===== config.mk =====
export PLATFORM = sky130hd
export DESIGN_NAME = alu_ctrl_seq
export DESIGN_NICKNAME = d
export VERILOG_FILES = /design/src/rtl/alu_ctrl_pkg.sv /design/src/rtl/alu_op_decode.sv /design/src/rtl/alu_ctrl_seq.sv
export SDC_FILE = /design/constraint.sdc
export NUM_CORES = 1
export LEC_CHECK = 0
export CORE_AREA = 2 2 40 42
export DETAILED_ROUTE_END_ITERATION = 12
export DIE_AREA = 0 0 42 44
export PLACE_DENSITY = 0.66
export RECOVER_POWER = 100
export SYNTH_ARGS = -nofsm -noshare
export SYNTH_HDL_FRONTEND = slang
export SYNTH_SLANG_ARGS = --single-unit
export TNS_END_PERCENT = 30

===== constraint.sdc =====
create_clock -name clk -period 1.02 [get_ports clk]
set_input_delay 0.153 -clock clk [delete_from_list [all_inputs] [get_ports clk]]
set_output_delay 0.153 -clock clk [all_outputs]
set_load 0.005 [all_outputs]

===== src/rtl/alu_ctrl_pkg.sv =====
// rtl/alu_ctrl_pkg.sv - ALU control codes, funct fields, op classes and FSM encoding
package alu_ctrl_pkg;

  localparam logic [3:0] CODE_ADD  = 4'd0;
  localparam logic [3:0] CODE_SUB  = 4'd1;
  localparam logic [3:0] CODE_AND  = 4'd2;
  localparam logic [3:0] CODE_OR   = 4'd3;
  localparam logic [3:0] CODE_XOR  = 4'd4;
  localparam logic [3:0] CODE_NOR  = 4'd5;
  localparam logic [3:0] CODE_SLT  = 4'd6;
  localparam logic [3:0] CODE_SLTU = 4'd7;
  localparam logic [3:0] CODE_LUI  = 4'd8;
  localparam logic [3:0] CODE_SLL  = 4'd9;
  localparam logic [3:0] CODE_SRL  = 4'd10;
  localparam logic [3:0] CODE_SRA  = 4'd11;
  localparam logic [3:0] CODE_MULT = 4'd12;
  localparam logic [3:0] CODE_DIV  = 4'd13;
  localparam logic [3:0] CODE_NOP  = 4'd15;

  localparam logic [5:0] FN_ADD   = 6'h20;
  localparam logic [5:0] FN_ADDU  = 6'h21;
  localparam logic [5:0] FN_SUB   = 6'h22;
  localparam logic [5:0] FN_SUBU  = 6'h23;
  localparam logic [5:0] FN_AND   = 6'h24;
  localparam logic [5:0] FN_OR    = 6'h25;
  localparam logic [5:0] FN_XOR   = 6'h26;
  localparam logic [5:0] FN_NOR   = 6'h27;
  localparam logic [5:0] FN_SLT   = 6'h2A;
  localparam logic [5:0] FN_SLTU  = 6'h2B;
  localparam logic [5:0] FN_SLL   = 6'h00;
  localparam logic [5:0] FN_SRL   = 6'h02;
  localparam logic [5:0] FN_SRA   = 6'h03;
  localparam logic [5:0] FN_MULT  = 6'h18;
  localparam logic [5:0] FN_MULTU = 6'h19;
  localparam logic [5:0] FN_DIV   = 6'h1A;
  localparam logic [5:0] FN_DIVU  = 6'h1B;

  localparam logic [3:0] OP_ADD   = 4'b0000;
  localparam logic [3:0] OP_SUB   = 4'b0001;
  localparam logic [3:0] OP_AND   = 4'b0010;
  localparam logic [3:0] OP_OR    = 4'b0011;
  localparam logic [3:0] OP_XOR   = 4'b0100;
  localparam logic [3:0] OP_NOR   = 4'b0101;
  localparam logic [3:0] OP_SLT   = 4'b0110;
  localparam logic [3:0] OP_SLTU  = 4'b0111;
  localparam logic [3:0] OP_LUI   = 4'b1000;
  localparam logic [3:0] OP_SLL   = 4'b1001;
  localparam logic [3:0] OP_SRL   = 4'b1010;
  localparam logic [3:0] OP_SRA   = 4'b1011;
  localparam logic [3:0] OP_RTYPE = 4'b1110;

  localparam logic [1:0] ST_IDLE = 2'd0;
  localparam logic [1:0] ST_HOLD = 2'd1;
  localparam logic [1:0] ST_BUSY = 2'd2;

endpackage


===== src/rtl/alu_op_decode.sv =====
// rtl/alu_op_decode.sv - combinational alu_op/funct decode; MULT/DIV decode only with ALU_CTRL_MULDIV_EN
module alu_op_decode
  import alu_ctrl_pkg::*;
#(
  parameter int OP_W = 4
) (
  input  logic [OP_W-1:0] alu_op,
  input  logic [5:0]      funct,
  output logic [3:0]      code,
  output logic            multicycle,
  output logic            illegal
);

  logic       op_hi_nz;
  logic [3:0] op_lo;

  assign op_lo = alu_op[3:0];

  if (OP_W < 4) begin : g_op_w_err
    $error("alu_op_decode: OP_W must be at least 4");
  end

  // Wider op fields are only legal when the extra bits are zero.
  if (OP_W > 4) begin : g_op_hi
    assign op_hi_nz = |alu_op[OP_W-1:4];
  end else begin : g_op_no_hi
    assign op_hi_nz = 1'b0;
  end

  always_comb begin
    code       = CODE_NOP;
    multicycle = 1'b0;
    illegal    = 1'b0;
    case (op_lo)
      OP_ADD:  code = CODE_ADD;
      OP_SUB:  code = CODE_SUB;
      OP_AND:  code = CODE_AND;
      OP_OR:   code = CODE_OR;
      OP_XOR:  code = CODE_XOR;
      OP_NOR:  code = CODE_NOR;
      OP_SLT:  code = CODE_SLT;
      OP_SLTU: code = CODE_SLTU;
      OP_LUI:  code = CODE_LUI;
      OP_SLL:  code = CODE_SLL;
      OP_SRL:  code = CODE_SRL;
      OP_SRA:  code = CODE_SRA;
      OP_RTYPE: begin
        case (funct)
          FN_ADD, FN_ADDU: code = CODE_ADD;
          FN_SUB, FN_SUBU: code = CODE_SUB;
          FN_AND:          code = CODE_AND;
          FN_OR:           code = CODE_OR;
          FN_XOR:          code = CODE_XOR;
          FN_NOR:          code = CODE_NOR;
          FN_SLT:          code = CODE_SLT;
          FN_SLTU:         code = CODE_SLTU;
          FN_SLL:          code = CODE_SLL;
          FN_SRL:          code = CODE_SRL;
          FN_SRA:          code = CODE_SRA;
`ifdef ALU_CTRL_MULDIV_EN
          FN_MULT, FN_MULTU: begin
            code       = CODE_MULT;
            multicycle = 1'b1;
          end
          FN_DIV, FN_DIVU: begin
            code       = CODE_DIV;
            multicycle = 1'b1;
          end
`endif
          default:         illegal = 1'b1;
        endcase
      end
      default: illegal = 1'b1;
    endcase
    if (op_hi_nz) begin
      code       = CODE_NOP;
      multicycle = 1'b0;
      illegal    = 1'b1;
    end
  end

endmodule


===== src/rtl/alu_ctrl_seq.sv =====
// rtl/alu_ctrl_seq.sv - registered ALU control decode with handshake; ALU_CTRL_MULDIV_EN adds MULT/DIV countdown
module alu_ctrl_seq
  import alu_ctrl_pkg::*;
#(
  parameter int OP_W       = 4,
  parameter int CTR_W      = 4,
  parameter int MULDIV_LAT = 8
) (
  input  logic             clk,
  input  logic             rst_n,
  input  logic             in_valid,
  output logic             in_ready,
  input  logic [OP_W-1:0]  alu_op,
  input  logic [5:0]       funct,
  output logic             out_valid,
  input  logic             out_ready,
  output logic [CTR_W-1:0] alu_ctr,
  output logic             multicycle,
  output logic             illegal,
  output logic             busy
);

  if (CTR_W < 4) begin : g_ctr_w_err
    $error("alu_ctrl_seq: CTR_W must be at least 4");
  end
  if (MULDIV_LAT < 2 || MULDIV_LAT > 255) begin : g_lat_err
    $error("alu_ctrl_seq: MULDIV_LAT must be in 2..255");
  end

  logic [1:0] state_q, state_d;
  logic [3:0] ctr_q, ctr_d;
  logic       mc_q, mc_d;
  logic       ill_q, ill_d;
  logic [3:0] dec_code;
  logic       dec_mc;
  logic       dec_ill;
  logic       accept;

  alu_op_decode #(.OP_W(OP_W)) u_decode (
    .alu_op     (alu_op),
    .funct      (funct),
    .code       (dec_code),
    .multicycle (dec_mc),
    .illegal    (dec_ill)
  );

  // HOLD with out_ready frees the output register in the same cycle, giving 1/cycle throughput.
  assign in_ready   = (state_q == ST_IDLE) || ((state_q == ST_HOLD) && out_ready);
  assign accept     = in_valid && in_ready;
  assign out_valid  = (state_q == ST_HOLD);
  assign alu_ctr    = CTR_W'(ctr_q);
  assign multicycle = mc_q;
  assign illegal    = ill_q;

`ifdef ALU_CTRL_MULDIV_EN
  localparam logic [7:0] LAT_M1 = 8'(MULDIV_LAT - 1);

  logic [7:0] cnt_q, cnt_d;

  assign busy = (state_q == ST_BUSY);
`else
  assign busy = 1'b0;
`endif

  always_comb begin
    state_d = state_q;
    ctr_d   = ctr_q;
    mc_d    = mc_q;
    ill_d   = ill_q;
`ifdef ALU_CTRL_MULDIV_EN
    cnt_d   = cnt_q;
`endif
    if (accept) begin
      ctr_d   = dec_code;
      mc_d    = dec_mc;
      ill_d   = dec_ill;
      state_d = ST_HOLD;
`ifdef ALU_CTRL_MULDIV_EN
      if (dec_mc) begin
        state_d = ST_BUSY;
        cnt_d   = LAT_M1;
      end
`endif
    end else if ((state_q == ST_HOLD) && out_ready) begin
      state_d = ST_IDLE;
`ifdef ALU_CTRL_MULDIV_EN
    end else if (state_q == ST_BUSY) begin
      cnt_d = cnt_q - 8'd1;
      if (cnt_q == 8'd1) begin
        state_d = ST_HOLD;
      end
`endif
    end else if (state_q != ST_IDLE && state_q != ST_HOLD) begin
      state_d = ST_IDLE;
    end
  end

  always_ff @(posedge clk or negedge rst_n) begin
    if (!rst_n) begin
      state_q <= ST_IDLE;
      ctr_q   <= CODE_NOP;
      mc_q    <= 1'b0;
      ill_q   <= 1'b0;
`ifdef ALU_CTRL_MULDIV_EN
      cnt_q   <= 8'd0;
`endif
    end else begin
      state_q <= state_d;
      ctr_q   <= ctr_d;
      mc_q    <= mc_d;
      ill_q   <= ill_d;
`ifdef ALU_CTRL_MULDIV_EN
      cnt_q   <= cnt_d;
`endif
    end
  end

endmodule


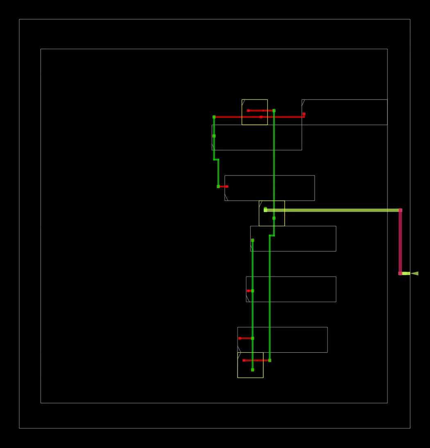
Fig. 1. Clock nets (run 1).
clk pwr: 0.210 mW
skew final: 0.0005309 ns
Num CTS Buffers: 3

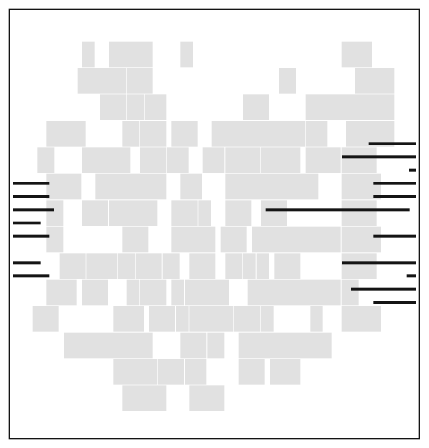
Fig. 2. Met3 routing (run 1).
main direction	horizontal
share of all routed wire	7.0%
nets with wire on the layer	17
wire length on this layer	80.4 um
longest straight run	14.5 um

==> changes_impl.md, run 1 <==
### Metrics

* Setup ws final at -0.04032 ns
* Cells on worst reg2reg path at 6
* GR Util All Layers at 13.90%
* Gpl congestion at 0.7308
* Fillers at 133
* Largest net degree at the start of global routing at 9
* Maximum buffer depth of the clock tree at 2
* Critical path endpoint category: output pin
* Share of layout cells above drive strength 1 at 51.72%
* Top cells by count, synth: nand2_1, o31ai_1, dfstp_2, nand2b_1, o21ai_1
* Adder Share, Synth at 0%
* Sequential fraction of design power at 37.2%
* Rows at 14
* Clk latency late pin at 0.24 ns
* Lkg Pwr at 0.3905 nW
* FFs w/ async S/R, synth at 100.0%
* # hold bufs at CTS at 0
* CTS clock-pin slew for the worst setup and hold paths at 0.04 ns
* Final WL at 1157 um
* Yosys reg bits at 6
* Clock root buffer master: clkbuf_4
* Simple-gate share of the synthesized area at 27.93%
* Post-Layout Inst Area at 842.1 um^2
* Chip area at 1848 um^2
* Max_cap viols at 0
* Switching power at 0.2223 mW
* Switching share of power at 27.15%
* DP Area at 750.7 um^2
* Startpoint Class: register
* Failing checks: setup timing
* Post-DRT Antenna Nets at 0
* Layout Cells excl Fill at 103
* DRC at 0
* P per Cell Area at 972.3 nW/um^2
* P&R area growth vs syn at 87.99%
* Finish-stage setup viols at 5
* Tcrit/Tclk final at 104.0%
* Avg Cell Area, Syn at 8.783 um^2
* Post-Synthesis Cells at 51
* Pint at 0.5964 mW
* Detailed Route Iter0 Violations at 9
* CP Data Required Time at 0.87 ns
* Mux cell area share at 2.235%
* Status: finished with violations
* Die X at 42 um
* Overflow after GRT at 0
* Placed Cells at 99
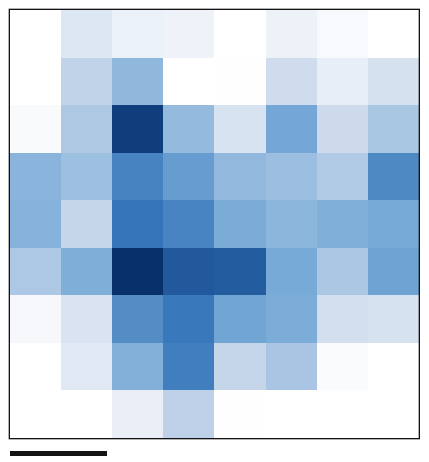
Fig. 3. Signal metal coverage by tile (run 1).
Scale bar: 10 um. The die is cut into 8 by 9 equal tiles; white is low, dark blue is high, scaled to the fullest tile. Values are wire area over tile area, all layers added.
tiles over half the peak	24%
fullest tile	0.32
mean over tiles	0.10
emptiest ninth of the die	lower right
densest ninth of the die	center

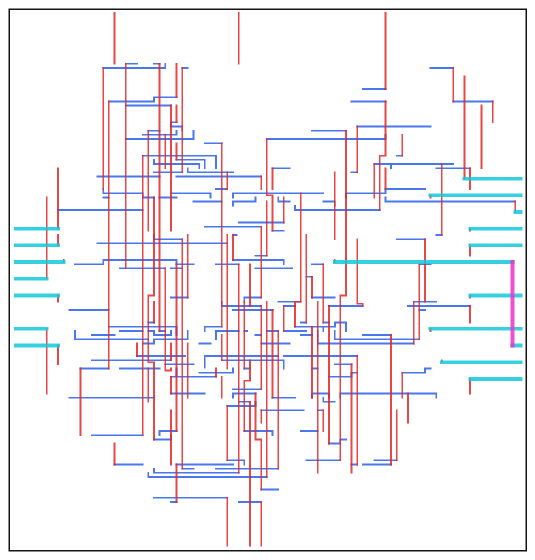
Fig. 4. Signal wires by layer (run 1).
layer	color	wire length
met4	magenta	6.80 um
met3	cyan	80.4 um
met2	red	617 um
met1	blue	453 um

==> run 1: cell type report <==
cell class	count	area, um^2	share of cell area (%)
multi-input combinational	43	347.8	41.31
clock buffer	3	22.52	2.675
timing repair buffer	35	296.5	35.22
sequential	6	155.1	18.42
tap	16	20.02	2.377
==> run 1: routing by layer <==
layer / part of all wire (%) / GRT usage [%] / wire [um] / vias up
li1: - / - / - / 255
met1: 39 / 13.96 / 453 / 228
met2: 53 / 26.25 / 616 / 17
met3: 6.9 / 3.333 / 80 / 2
met4: 0.52 / 7.742 / 6 / 0
met5: 0 / 0 / 0 / -
==> run 1: worst max path at each step <==
stage                                 from                endpoint  slack (ns)  cells past startpoint
floorplan                         funct[2]  alu_ctr[3]$_DFFE_PN1P_       -0.04                      4
detailed placement                funct[3]  alu_ctr[1]$_DFFE_PN1P_       -0.66                      5
CTS                 state_q[0]$_DFFE_PN0P_                in_ready       -0.05                      3
global placement                  funct[3]     illegal$_DFFE_PN0P_       -0.64                      5
global route        state_q[0]$_DFFE_PN0P_                in_ready       -0.08                      3
finish              state_q[0]$_DFFE_PN0P_                in_ready       -0.04                      3
==> run 1: worst max-delay path, cell delays in order, from the launching register on <==
cell and delay, ns:
dfrtp_1 0.38, buf_6 0.12, nand2b_4 0.08, buf_6 0.09
==> run 1: sequential cells by signal, indices dropped and copies added (netlist names) <==
signal / flops
state_q: 1
alu_ctr: 4
illegal: 1
==> run 1: per-stage QoR <==
step                      worst slack [ns]  hold WS, ns
after floorplan                   -0.03951      -0.1426
after global placement             -0.6350       0.4095
after detailed placement           -0.6634       0.4133
after CTS                         -0.04516       0.1524
after global routing              -0.08141       0.2422
final                             -0.04032       0.2239
==> inputs of run 2 (changes only) <==
--- a/config.mk
+++ b/config.mk
@@ -5,6 +5,7 @@
 export SDC_FILE = /design/constraint.sdc
 export NUM_CORES = 1
 export LEC_CHECK = 0
+export CAP_MARGIN = 30
 export CORE_AREA = 2 2 40 42
 export DETAILED_ROUTE_END_ITERATION = 12
 export DIE_AREA = 0 0 42 44
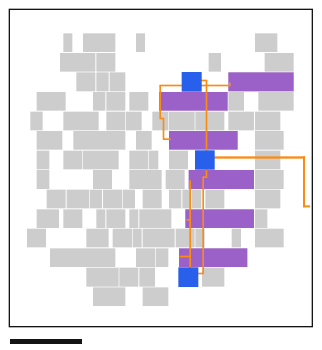
Fig. 5. Routed clock nets over the placement (run 2).
Scale bar: 10 um.
[cells driving clock nets] blue | count: 3
[flip-flops] purple | count: 6
[clock wires] orange | length: 89.6 um
routed clock nets	4

==> run 2 against run 1 <==
Cell count did not move. Hold slack did not move. Via count did not move. Global-route usage did not move. The run still ends with setup timing left. Die size did not move. Clock power barely moved.
==> changes_impl.md, run 2 <==
### Metrics

* Tcrit/Tclk final at 104.0% (unchanged)
* Critical Path Sink: in_ready (unchanged)
* R2r endpoint: alu_ctr[2]$_DFFE_PN1P_ (unchanged)
* Tot Pwr at 0.8187 mW (unchanged)
* CP peak stage delay at 0.38 ns (about the same)
* Maximum buffer depth of the clock tree at 2 (unchanged)
* Maximum fanout along the worst path at 3 (unchanged)
* Detailed Route Iter0 Violations at 9 (unchanged)
* Via density at 4.874 (unchanged)
* Failing checks: setup timing (unchanged)
* CTS clock-pin slew for the worst setup and hold paths at 0.04 ns (about the same)
* FFs w/ async S/R, synth at 100.0% (unchanged)
* RR Startpoint: state_q[0]$_DFFE_PN0P_ (unchanged)
* Yosys reg bits at 6 (unchanged)
* Vias in the first global route at 485 (unchanged)
* CP Depth at 3 (unchanged)
* Num CTS Buffers at 3 (unchanged)
* Clk latency late pin at 0.24 ns (about the same)
* Post-synthesis cell count from yosys at 51 (unchanged)
* Worst hold path class: input port to asynchronous set/reset pin (unchanged)
* Skew final at 0.0005309 ns (unchanged)
* Startpoint Class: register (unchanged)
* Reg2Reg Setup Slack at 0.02 ns (about the same)
* Die X at 42 um (unchanged)
* CP Data Required Time at 0.87 ns (about the same)
* Finish-stage setup viols at 5 (unchanged)
* Post-Synthesis Cells at 51 (unchanged)
* DPL Wire Length at 886.5 um (unchanged)
* Crit path top cell by count: buf_6 (unchanged)
* Tool Warnings at 29 (unchanged)
* Via count at 502 (unchanged)
* Initial Util at 31.57% (unchanged)
* # hold bufs at CTS at 0 (unchanged)
* Dominant Register Cell: dfstp_2 (unchanged)
* I/O Buffers at 20 (unchanged)
* Slew Viols, Final at 0 (unchanged)
* Initial antenna violation count at 0 (unchanged)
* Status: finished with violations (unchanged)
* Critical path endpoint category: output pin (unchanged)
* Setup ws final at -0.04032 ns (unchanged)
* CP Class: register to output pin (unchanged)
* Post-synth top area cell: dfstp_2 (unchanged)
* CTS sink count at 6 (unchanged)
* Post-Place Worst Slack at -0.6634 ns (unchanged)
* DRC at 0 (unchanged)
* Number of diodes at 0 (unchanged)
* CTS tree: done (unchanged)
* Global-route wire length before repair at 1938 um (unchanged)
* Fillers at 133 (unchanged)
* Avg Cell Area, Syn at 8.783 um^2 (unchanged)
* Top Family by Delay on Critical Path: flip-flops (unchanged)
* First-pass DRT Iterations at 4 (unchanged)
* IR drop worst, VDD at 0.3616 mV (unchanged)
* Hold slack at 0.2239 ns (unchanged)
* Top cells by count, synth: nand2_1, o31ai_1, dfstp_2, nand2b_1, o21ai_1 (unchanged)
* Synth Seq Share at 34.64% (unchanged)
* Synth unique cells at 25 (unchanged)
* Setup crit start: state_q[0]$_DFFE_PN0P_ (unchanged)
* Lkg Pwr at 0.3905 nW (unchanged)
* Top-count cell post-synth: nand2_1 (unchanged)
* RSZ-0062 raised after global routing: yes (unchanged)
* WL/cell at 11.23 um (unchanged)
* Slowest cell on crit path: dfrtp_1 (unchanged)
* Clock root buffer master: clkbuf_4 (unchanged)
* P&R area growth vs syn at 87.99% (unchanged)
* Share of layout cells above drive strength 1 at 51.72% (unchanged)
* Die y size at 44 um (unchanged)
* Rows at 14 (unchanged)
* Max_cap viols at 0 (unchanged)
* P per Cell Area at 972.3 nW/um^2 (unchanged)
* Worst path buffer plus inverter count at 2 (unchanged)
* Overflow after GRT at 0 (unchanged)
* Top cells, area: dfstp_2, dfrtp_1, o31ai_1 (unchanged)
* Syn. warnings at 0 (unchanged)
* Most used logic cell in the final layout: buf_4 (unchanged)
* Post-DRT Antenna Nets at 0 (unchanged)
* Max reg flops at 4 (unchanged)
* Post-synth EDFFs at 0 (unchanged)
* Gpl congestion at 0.7308 (unchanged)
* GR Util All Layers at 13.90% (unchanged)
* H-tree depth at 1 (unchanged)
* Largest net degree at the start of global routing at 9 (unchanged)
* Yosys chip area at 447.9 um^2 (unchanged)
* Cells on worst reg2reg path at 6 (unchanged)
* Final WL at 1157 um (unchanged)
* Final Hold Fails at 0 (unchanged)
* Post-Syn Area at 447.9 um^2 (unchanged)
* Crit path cell chain: buf_6 > nand2b_4 > buf_6 (unchanged)
* Chip area at 1848 um^2 (unchanged)
[run 2: cell counts after synthesis]
Identical to the previous run, type by type.
[run 2: cell families after synthesis]
group | Yosys count | synth area share [%]
multiplexers | 1 | 2.235
XOR/XNOR | 2 | 3.911
other | 1 | 0.8372
AND-OR/OR-AND | 15 | 24.58
buffers and inverters | 3 | 5.865
flip-flops | 6 | 34.64
AND/OR/NAND/NOR | 23 | 27.93
[run 2: per-stage QoR]
| step | cell area (um^2) | setup TNS, ns | util [%] | instances |
|---|---|---|---|---|
| after global placement | 750.7 | -3.784 | 52.91 | 99 |
| after CTS | 810.8 | -0.1802 | 57.14 | 103 |
| after global routing | 842.1 | -0.4267 | 59.35 | 103 |
| after detailed placement | 750.7 | -3.901 | 52.91 | 99 |
| after floorplan | 451.7 | -0.06048 | - | 52 |
| final | 842.1 | -0.09127 | 59.35 | 103 |
[run 2: final cells by class]
cell class,count,area (um^2),area share (%)
Clock buffer,3,22.52,2.675
Sequential cell,6,155.1,18.42
Multi-Input combinational cell,43,347.8,41.31
Timing Repair Buffer,35,296.5,35.22
Tap cell,16,20.02,2.377
[run 2: where the power goes]
part           leakage [nW]  switching, mW  total, mW  internal (mW)
sequential           0.0659         0.0183      0.305          0.286
combinational         0.311          0.126      0.304          0.178
clock                0.0138         0.0778      0.210          0.133
total                 0.391          0.222      0.819          0.596
[run 2: what timing repair did]
item | in CTS | in global routing
setup endpoints to repair | 12 | 11
pin swaps | 8 | 3
gates cloned | 0 | 0
setup buffers | 1 | 0
resized | 55 | 10
[run 2: per-layer routing]
layer	vias to the layer above	share of wire, %	track usage (%)
li1	255	-	-
met1	228	39	13.96
met2	17	53	26.25
met3	2	6.9	3.333
met4	0	0.52	7.742
met5	-	0	0
Power is estimated from default activity; no workload was simulated.
